### config.mk
export PLATFORM = sky130hd
export DESIGN_NAME = jcnt_mon
export DESIGN_NICKNAME = d
export VERILOG_FILES = /design/src/rtl/jcnt_mon.sv
export SDC_FILE = /design/constraint.sdc
export NUM_CORES = 1
export LEC_CHECK = 0
export CAP_MARGIN = 25
export CORE_ASPECT_RATIO = 0.8
export CORE_MARGIN = 4
export CORE_UTILIZATION = 58
export CTS_CLUSTER_DIAMETER = 120
export DETAILED_ROUTE_END_ITERATION = 6
export PLACE_DENSITY_LB_ADDON = 0.12
export REMOVE_ABC_BUFFERS = 1
export SLEW_MARGIN = 25
export SYNTH_ARGS = -nofsm -noshare
export SYNTH_HDL_FRONTEND = slang
export SYNTH_SLANG_ARGS = --single-unit
### constraint.sdc
create_clock -name clk -period 7.5 [get_ports clk]
set_clock_uncertainty 0.2 [all_clocks]
set_input_delay 0.75 -clock clk [delete_from_list [all_inputs] [get_ports clk]]
set_output_delay 0.75 -clock clk [all_outputs]
set_load 0.03 [all_outputs]
### src/rtl/jcnt_mon.sv
// Johnson counter monitor: decodes each sample to a phase index, tracks sequence
// lock, and pulses err / bumps a saturating counter when a locked sequence breaks.
module jcnt_mon #(
    parameter int W      = 8,
    parameter int PW     = 4,
    parameter int LOCK_N = 4,
    parameter int ECW    = 8
) (
    input  logic           clk,
    input  logic           rst_n,
    input  logic           ld,
    input  logic [W-1:0]   q,
    output logic [PW-1:0]  phase,
    output logic           valid,
    output logic           locked,
    output logic           err,
    output logic [ECW-1:0] err_cnt
);

    typedef enum logic {UNLOCKED = 1'b0, LOCKED = 1'b1} state_t;

    state_t         state_q, state_d;
    logic [PW-1:0]  phase_q, phase_d;
    logic           valid_q, valid_d;
    logic           err_q, err_d;
    logic [ECW-1:0] err_cnt_q, err_cnt_d;
    logic [W-1:0]   q_r_q, q_r_d;
    logic           have_prev_q, have_prev_d;
    logic [3:0]     streak_q, streak_d;
    logic           good;

    // Lower half of the cycle has a 1 in the LSB (or is all-zero); upper half has a 0.
    function automatic logic [PW-1:0] dec(input logic [W-1:0] v);
        int pc;
        pc = 0;
        for (int k = 0; k < W; k++) pc += int'(v[k]);
        if (v == '0 || v[0]) return PW'(pc);
        return PW'(2 * W - pc);
    endfunction

    function automatic logic legal(input logic [W-1:0] v);
        int p;
        logic [W-1:0] c;
        p = int'(dec(v));
        for (int k = 0; k < W; k++) begin
            if (p <= W) c[k] = (k < p);
            else        c[k] = (k >= p - W);
        end
        return c == v;
    endfunction

    always_comb begin
        good = have_prev_q && legal(q_r_q) && legal(q) &&
               (int'(dec(q)) == ((int'(dec(q_r_q)) + 1) % (2 * W)));
    end

    always_comb begin
        state_d     = state_q;
        phase_d     = dec(q);
        valid_d     = legal(q);
        err_d       = 1'b0;
        err_cnt_d   = err_cnt_q;
        q_r_d       = q_r_q;
        have_prev_d = have_prev_q;
        streak_d    = streak_q;

        if (ld) begin
            have_prev_d = 1'b0;
            streak_d    = '0;
            state_d     = UNLOCKED;
        end else begin
            q_r_d       = q;
            have_prev_d = 1'b1;
            // The first sample after reset or a load has nothing to compare against.
            if (have_prev_q) begin
                case (state_q)
                    UNLOCKED: begin
                        if (good) begin
                            if (int'(streak_q) + 1 == LOCK_N) begin
                                state_d  = LOCKED;
                                streak_d = '0;
                            end else begin
                                streak_d = streak_q + 4'd1;
                            end
                        end else begin
                            streak_d = '0;
                        end
                    end
                    LOCKED: begin
                        if (!good) begin
                            err_d    = 1'b1;
                            state_d  = UNLOCKED;
                            streak_d = '0;
                            if (err_cnt_q != {ECW{1'b1}}) err_cnt_d = err_cnt_q + ECW'(1);
                        end
                    end
                    default: state_d = UNLOCKED;
                endcase
            end
        end
    end

    always_ff @(posedge clk or negedge rst_n) begin
        if (!rst_n) begin
            state_q     <= UNLOCKED;
            phase_q     <= '0;
            valid_q     <= 1'b0;
            err_q       <= 1'b0;
            err_cnt_q   <= '0;
            q_r_q       <= '0;
            have_prev_q <= 1'b0;
            streak_q    <= '0;
        end else begin
            state_q     <= state_d;
            phase_q     <= phase_d;
            valid_q     <= valid_d;
            err_q       <= err_d;
            err_cnt_q   <= err_cnt_d;
            q_r_q       <= q_r_d;
            have_prev_q <= have_prev_d;
            streak_q    <= streak_d;
        end
    end

    assign phase   = phase_q;
    assign valid   = valid_q;
    assign locked  = (state_q == LOCKED);
    assign err     = err_q;
    assign err_cnt = err_cnt_q;

endmodule

run_1/density.png
Scale: 4 px per µm. The die is cut into 8 by 7 equal tiles; dark blue is low, red is high, 0 to 100% covered.
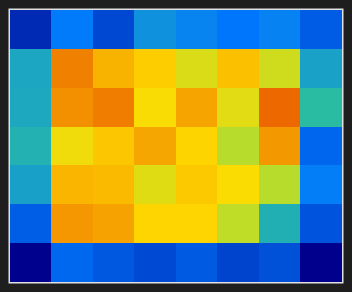
The emptiest ninth of the die: bottom right. The mean over all tiles is 51%. 3.6% of the tiles are nearly empty. 34% of the tiles are over 75% full. The fullest tile reaches 88%.
Core Area: 4260 µm²
Final Util: 0.695
fp util: 0.613

run_1/met1.png
Scale: 6 px per µm. Supply wires on this layer in grey. Cells faint in the background.
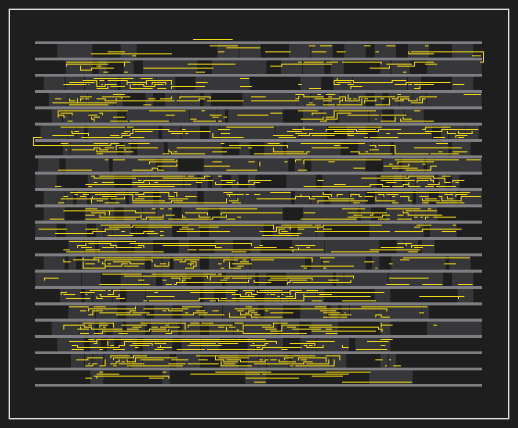
The longest straight run is 36.3 µm. 314 nets have wire on it. The layer carries 2800 µm of wire. The wires run mostly horizontal. The layer holds 48% of the routed length.
Total Wirelength: 5850 µm
via count: 2163
met1 Use GR: 0.306

==> impl_metrics.toml, run 1 <==
# physical design summary
[cts]
cts_buffer_depth = 2
cts_max_level = 1
ctsHoldBuffers = 0
cts_resized = 0

[outcome]
outcome = "complete, no violations"

[worst_setup_path]
path_class = "primary input to flop"

[global_route]
grt_max_degree = 29
grt_usage = 0.214

[synth]
async_reset_ff_frac = 1.00
edf_count = 0
synth_top_cell_by_area = "dfrtp_1"
area_leaders = "dfrtp_1, ha_1, xnor2_1, fa_1, inv_1"
top_cell_area_share = 0.268
synth_area_um2 = 2610

[power_and_ir_drop]
ir_worst_vdd_mv = 0.311
p_leak_nw = 1.32
p_per_area_nw_per_um2 = 329

[timing]
rsz0062_at_grt = "false"
fmax_ghz = 0.151
fin_setup_tns_ns = 0

[finish]
diodes = 0
lay_top_cells = "inv_1, dfrtp_1, clkdlybuf4s50_1"

[placed_design]
place_congestion = 0.919

[worst_hold_path]
holdPathEnd = "err_cnt[4]"
run_1/port_nets.png
Scale: 4 px per µm.
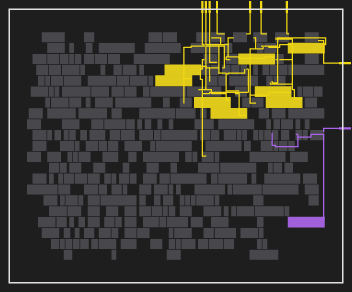
Key: purple = locked [bits 1, direction output, end cells 1, buffers 1, wire 46.3 µm]; yellow = err_cnt [bits 8, direction output, end cells 8, buffers 8, wire 340 µm]
Port Buf Inserts: 25
Ports: 26

run 1: worst max-delay path by stage:
stage,from,endpoint,slack (ns)
4_1_cts,q[0],err_cnt[1],0.86
3_5_place_dp,q[0],err_cnt[1],0.57
5_1_grt,q_r_q[0],err_cnt[1],0.48
3_3_place_gp,q[0],err_cnt[5],0.74
2_1_floorplan,q_r_q[0],err_cnt[1],1.35
6_report,q[0],err_cnt[1],0.87
run 1: power breakdown:
group | switching (W) | total (W) | internal, W
combinational | 0.000415 | 0.000718 | 0.000303
clock | 0.0000412 | 0.0000771 | 0.0000359
sequential | 0.0000122 | 0.000177 | 0.000165
total | 0.000469 | 0.000972 | 0.000504
run 1: routing by layer:
layer  track usage  share of wire
met1         0.306           0.48
met2         0.347           0.46
met3        0.0253          0.045
met5             0              0
met4        0.0592          0.011
run 1: cell families (layout without fill, tap and decap cells):
| logic type | after synthesis | in the layout | share of synthesized area |
|---|---|---|---|
| DFF | 28 | 28 | 0.268 |
| and+or+nand+nor | 89 | 89 | 0.208 |
| muxes | 9 | 9 | 0.0374 |
| AOI/OAI and AO/OA | 65 | 65 | 0.192 |
| buffers and inverters | 40 | 64 | 0.0614 |
| xor gates and xnor gates | 26 | 26 | 0.0901 |
| adders and majority gates | 25 | 25 | 0.143 |
run 1: layout make-up:
type,count,area [µm²],area share
Tap cell,57,71.3,0.0241
Inverter,34,129,0.0436
Clock buffer,3,41.3,0.0140
Multi-Input combinational cell,214,1750,0.592
Sequential cell,28,701,0.237
Timing Repair Buffer,27,265,0.0897
run 1: cells in the mapped netlist (7+ instances only):
cell     count
nand3_1     12
dfrtp_1     28
nand2_1     16
inv_1       32
ha_1        17
o21ai_0     11
xnor2_1     20
a21oi_1      7
nor2_1      12
nor3_1       9
fa_1         8
run 1: state kept, by name, summed over array words and instances (netlist names):
register	flops
err_cnt	8
q_r_q	8
phase	4
streak_q	4
err	1
have_prev_q	1
locked	1
valid	1
run 1: metrics by stage:
stage | cell area [µm²] | worst slack, ns | total power (W) | instances
floorplan | 2580 | 1.35 | 0.000739 | 276
global placement | 2920 | 0.740 | 0.000869 | 360
detailed placement | 2920 | 0.570 | 0.000887 | 360
CTS | 2960 | 0.861 | 0.000968 | 363
global route | 2960 | 0.483 | 0.00105 | 363
finish | 2960 | 0.868 | 0.000972 | 363
==> run 1 -> run 2 <==
- SLEW_MARGIN: 25 -> 40
==> run 2 against run 1 <==
Net effect:
- final cell count unchanged
- utilization up 0.18 points
- first-iteration DRC count decreased by 10%
- combinational power grew 1%
- worst hold slack about the same
- synthesized area unchanged
- synthesized cell count is the same
==> impl_metrics.toml, run 2 <==
# physical design summary
[cts]
ctsHoldBuffers = 0
cts_buffer_depth = 2
cts_resized = 0
cts_max_level = 1

[global_route]
grt_usage = 0.214
grt_max_degree = 29

[synth]
synth_top_cell_by_area = "dfrtp_1"
top_cell_area_share = 0.268
most_common_cell = "inv_1"
ys_cells = 282
edf_count = 0
postSynthCellCount = 282
synth_area_um2 = 2610
synth.top_cells.by_count = "inv_1, dfrtp_1, xnor2_1, ha_1, nand2_1"
ys_types = 72
area_leaders = "dfrtp_1, ha_1, xnor2_1, fa_1, inv_1"
syn_area_per_cell_um2 = 9.26
yosys_warnings = 0
async_reset_ff_frac = 1.00

[finish]
diodes = 0
layout_top_cell = "inv_1"
final_util = 0.696
lay_top_cells = "inv_1, dfrtp_1, clkdlybuf4s50_1"
seqCellArea_um2 = 701
comb_area_um2 = 1760

[timing]
slew_headroom = 0.449
fmax_ghz = 0.151
rsz0062_at_grt = "false"
hold_ws_ns = 0.294
fin_setup_tns_ns = 0

[die]
coreArea_um2 = 4260
die_h_um = 68
io_pins = 26
fp_util = 0.613

[worst_setup_path]
path_class = "primary input to flop"
worstReg2RegStart = "q_r_q[0]"
cp-end-kind = "flop"
arrival_ns = 6.58

[power_and_ir_drop]
p_leak_nw = 1.32
ir_worst_vdd_mv = 0.305
total_power_w = 0.000981
p_per_area_nw_per_um2 = 331

[job]
tool_warnings = 29

[worst_hold_path]
holdPathEnd = "err_cnt[4]"
whs_path_depth = 1
hold_start = "err_cnt[4]"

[outcome]
outcome = "complete, no violations"

[placed_design]
place_congestion = 0.919
portBuffers = 25
[run 2: cell counts after synthesis]
No cell type changed its count.
[run 2: cell families (layout without fill, tap and decap cells)]
logic type,Yosys count,count (layout),share of synthesized area
XOR/XNOR,26,26,0.0901
adder cells (fa/ha/maj),25,25,0.143
buffers and inverters,40,64,0.0614
AND/OR/NAND/NOR,89,89,0.208
AND-OR/OR-AND,65,65,0.192
multiplexers,9,9,0.0374
flip-flops,28,28,0.268
[run 2: stage by stage]
step	instance area (µm²)	std cells	setup WS (ns)
floorplan	2580	276	1.35
detailed placement	2920	360	0.570
finish	2960	363	0.875
global route	2960	363	0.502
CTS	2960	363	0.861
global placement	2920	360	0.740
[run 2: worst max path at each step]
stage                   from         end  cells after the start
floorplan           q_r_q[0]  err_cnt[1]                     22
global placement        q[0]  err_cnt[5]                     24
detailed placement      q[0]  err_cnt[1]                     23
CTS                     q[0]  err_cnt[1]                     23
global route            q[0]  err_cnt[1]                     23
finish                  q[0]  err_cnt[1]                     23
[run 2: critical path, stage by stage]
cell and delay (ns):
clkdlybuf4s50_1 0.57, inv_1 0.15, fa_1 0.57, fa_1 0.43, fa_1 0.50, inv_1 0.04, ha_1 0.20, fa_1 0.61
inv_1 0.07, ha_1 0.27, nand2b_1 0.07, a21oi_1 0.07, a211o_1 0.32, or2_2 0.30, nor2_1 0.09, ha_1 0.22
nor4b_1 0.14, mux2i_1 0.18, xnor2_1 0.10, a311oi_2 0.24, nand4_2 0.16, nand3_1 0.18, mux2_2 0.35
[run 2: report_power, final]
part | leakage [nW] | internal (W) | switching, W
clock | 0.0216 | 0.0000360 | 0.0000422
combinational | 0.934 | 0.000306 | 0.000419
sequential | 0.366 | 0.000165 | 0.0000125
total | 1.32 | 0.000507 | 0.000474
[run 2: cell type report]
class / count / share of cell area
Clock buffer: 3 / 0.0139
Inverter: 34 / 0.0435
Multi-Input combinational cell: 214 / 0.593
Sequential cell: 28 / 0.236
Tap cell: 57 / 0.0241
Timing Repair Buffer: 27 / 0.0895
[run 2: per-layer routing]
layer,vias to the layer above,track usage,routed length [µm]
li1,1059,-,-
met1,1052,0.306,2770
met2,62,0.347,2660
met3,8,0.0253,357
met4,0,0.0592,85
met5,-,0,0
run_2/met1.png
Scale: 6 px per µm. Supply wires on this layer in grey. Cells faint in the background.
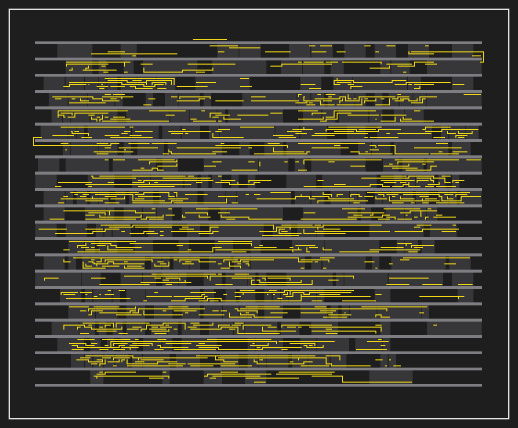
The wires run mostly horizontal. The longest straight run is 37.5 µm. The layer carries 2770 µm of wire. The layer holds 47% of the routed length. 313 nets have wire on it.
Total Wirelength: 5870 µm
via count: 2181

run_2/port_nets.png
Scale: 4 px per µm.
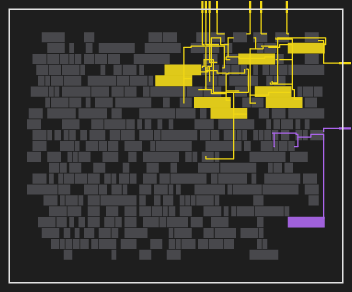
Key: purple = locked [bits 1, direction output, end cells 1, buffers 1, wire 47.3 µm]; yellow = err_cnt [bits 8, direction output, end cells 8, buffers 8, wire 345 µm]

run_2/final_placement.png
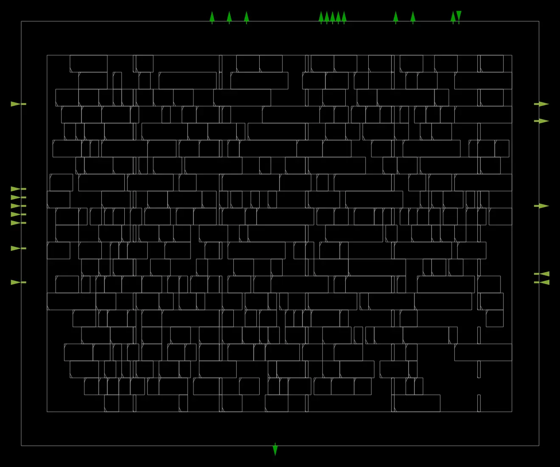
num tapcells: 57
non-filler cells, final: 363
Filler Cell Count: 350
sequential cell area share: 0.236

==> run 2 -> run 3 <==
- CAP_MARGIN: 25 -> 20
==> run 3 against run 2 <==
Net effect:
- via count did not move
- combinational power barely moved
- die size did not move
==> impl_metrics.toml, run 3 <==
# physical design summary
[outcome]
outcome = "complete, no violations"

[finish]
diodes = 0
layout_top_cell = "inv_1"
lay_top_cells = "inv_1, dfrtp_1, clkdlybuf4s50_1"
seqCellArea_um2 = 701

[synth]
top_cell_area_share = 0.268
async_reset_ff_frac = 1.00
syn_area_per_cell_um2 = 9.26
ys_types = 72
yosys_warnings = 0
ys_cells = 282
most_common_cell = "inv_1"
synth.top_cells.by_count = "inv_1, dfrtp_1, xnor2_1, ha_1, nand2_1"
synth_area_um2 = 2610

[cts]
ctsHoldBuffers = 0
cts_max_level = 1
cts_buffer_depth = 2

[worst_setup_path]
path_class = "primary input to flop"
slowest_stage = "fa_1"
cp-end-kind = "flop"
crit_family = "adder cells"
arrival_ns = 6.58
cp_num_buf_inv = 4

[job]
tool_warnings = 29

[power_and_ir_drop]
p_per_area_nw_per_um2 = 331
ir_worst_vdd_mv = 0.305
p_leak_nw = 1.32

[placed_design]
dp_worst_setup_slack_ns = 0.570
placed_area_um2 = 2920
portBuffers = 25

[die]
fp_util = 0.613
die_h_um = 68

[timing]
hold_ws_ns = 0.294
fin_setup_tns_ns = 0
rsz0062_at_grt = "false"
fmax_ghz = 0.151

[global_route]
grt_max_degree = 29

[routing]
num_vias = 2181
wl_um = 5870
[run 3: cell counts in the layout (fill, tap and decap cells not counted)]
Identical to the previous run, type by type.
[run 3: logic make-up after synthesis]
logic type	count (synthesis)	share of synthesized area
adder cells (fa/ha/maj)	25	0.143
XOR/XNOR	26	0.0901
AND/OR/NAND/NOR	89	0.208
buffers and inverters	40	0.0614
multiplexers	9	0.0374
flip-flops	28	0.268
AND-OR/OR-AND	65	0.192
[run 3: routing by layer]
| layer | global-route usage | routed length, µm |
|---|---|---|
| met1 | 0.306 | 2770 |
| met4 | 0.0592 | 85 |
| met3 | 0.0253 | 357 |
| met5 | 0 | 0 |
| met2 | 0.347 | 2660 |
[run 3: path summary, 6_finish.rpt]
| path | from | to | cells after the start |
|---|---|---|---|
| setup / recovery | q[0] | err_cnt[1] | 23 |
| hold / removal | err_cnt[4] | err_cnt[4] | 1 |
| setup reg to reg | q_r_q[0] | err_cnt[1] | 23 |
| hold reg to reg | err_cnt[4] | err_cnt[4] | 1 |
| max in group asynchronous | rst_n | err_cnt[4] | 2 |
| min in group asynchronous | rst_n | locked | 2 |
[run 3: layout make-up]
type,count,share of cell area
Clock buffer,3,0.0139
Inverter,34,0.0435
Multi-Input combinational cell,214,0.593
Sequential cell,28,0.236
Tap cell,57,0.0241
Timing Repair Buffer,27,0.0895
[run 3: where the power goes]
part	total [W]	internal [W]	switching [W]	leakage, nW
sequential	0.000177	0.000165	0.0000125	0.366
combinational	0.000726	0.000306	0.000419	0.934
clock	0.0000782	0.0000360	0.0000422	0.0216
[run 3: per-stage QoR]
stage               utilization  power [W]  std cells
floorplan                     -   0.000739        276
global placement          0.685   0.000869        360
detailed placement        0.685   0.000887        360
CTS                       0.695   0.000968        363
global route              0.696    0.00106        363
finish                    0.696   0.000981        363
run_3/port_nets.png
Scale: 4 px per µm.
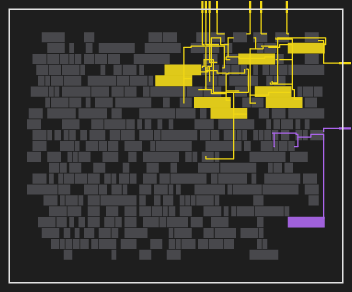
Key: purple = locked [bits 1, direction output, end cells 1, buffers 1, wire 47.3 µm]; yellow = err_cnt [bits 8, direction output, end cells 8, buffers 8, wire 345 µm]

run_3/drive_strength.png
Scale: 4 px per µm.
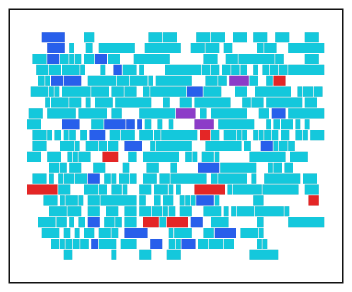
Key: blue = drive 2 [cells 26, share 8.5%]; red = drive 3 to 4 [cells 8, share 2.6%]; cyan = drive 1 or less [cells 269, share 88%]; purple = drive 6 and up [cells 3, share 0.98%]
Area Overhead vs Synth: 13.6%
final instance area: 2960 µm²
final worst slack: 0.875 ns
Non-clock buffers: 27

run_3/density.png
Scale: 4 px per µm. The die is cut into 8 by 7 equal tiles; dark blue is low, red is high, 0 to 100% covered.
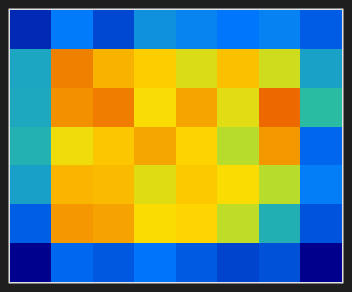
32% of the tiles are over 75% full. The emptiest ninth of the die: bottom right. The densest ninth of the die: middle.
Final Util: 0.696

Power is estimated from default activity; no workload was simulated.
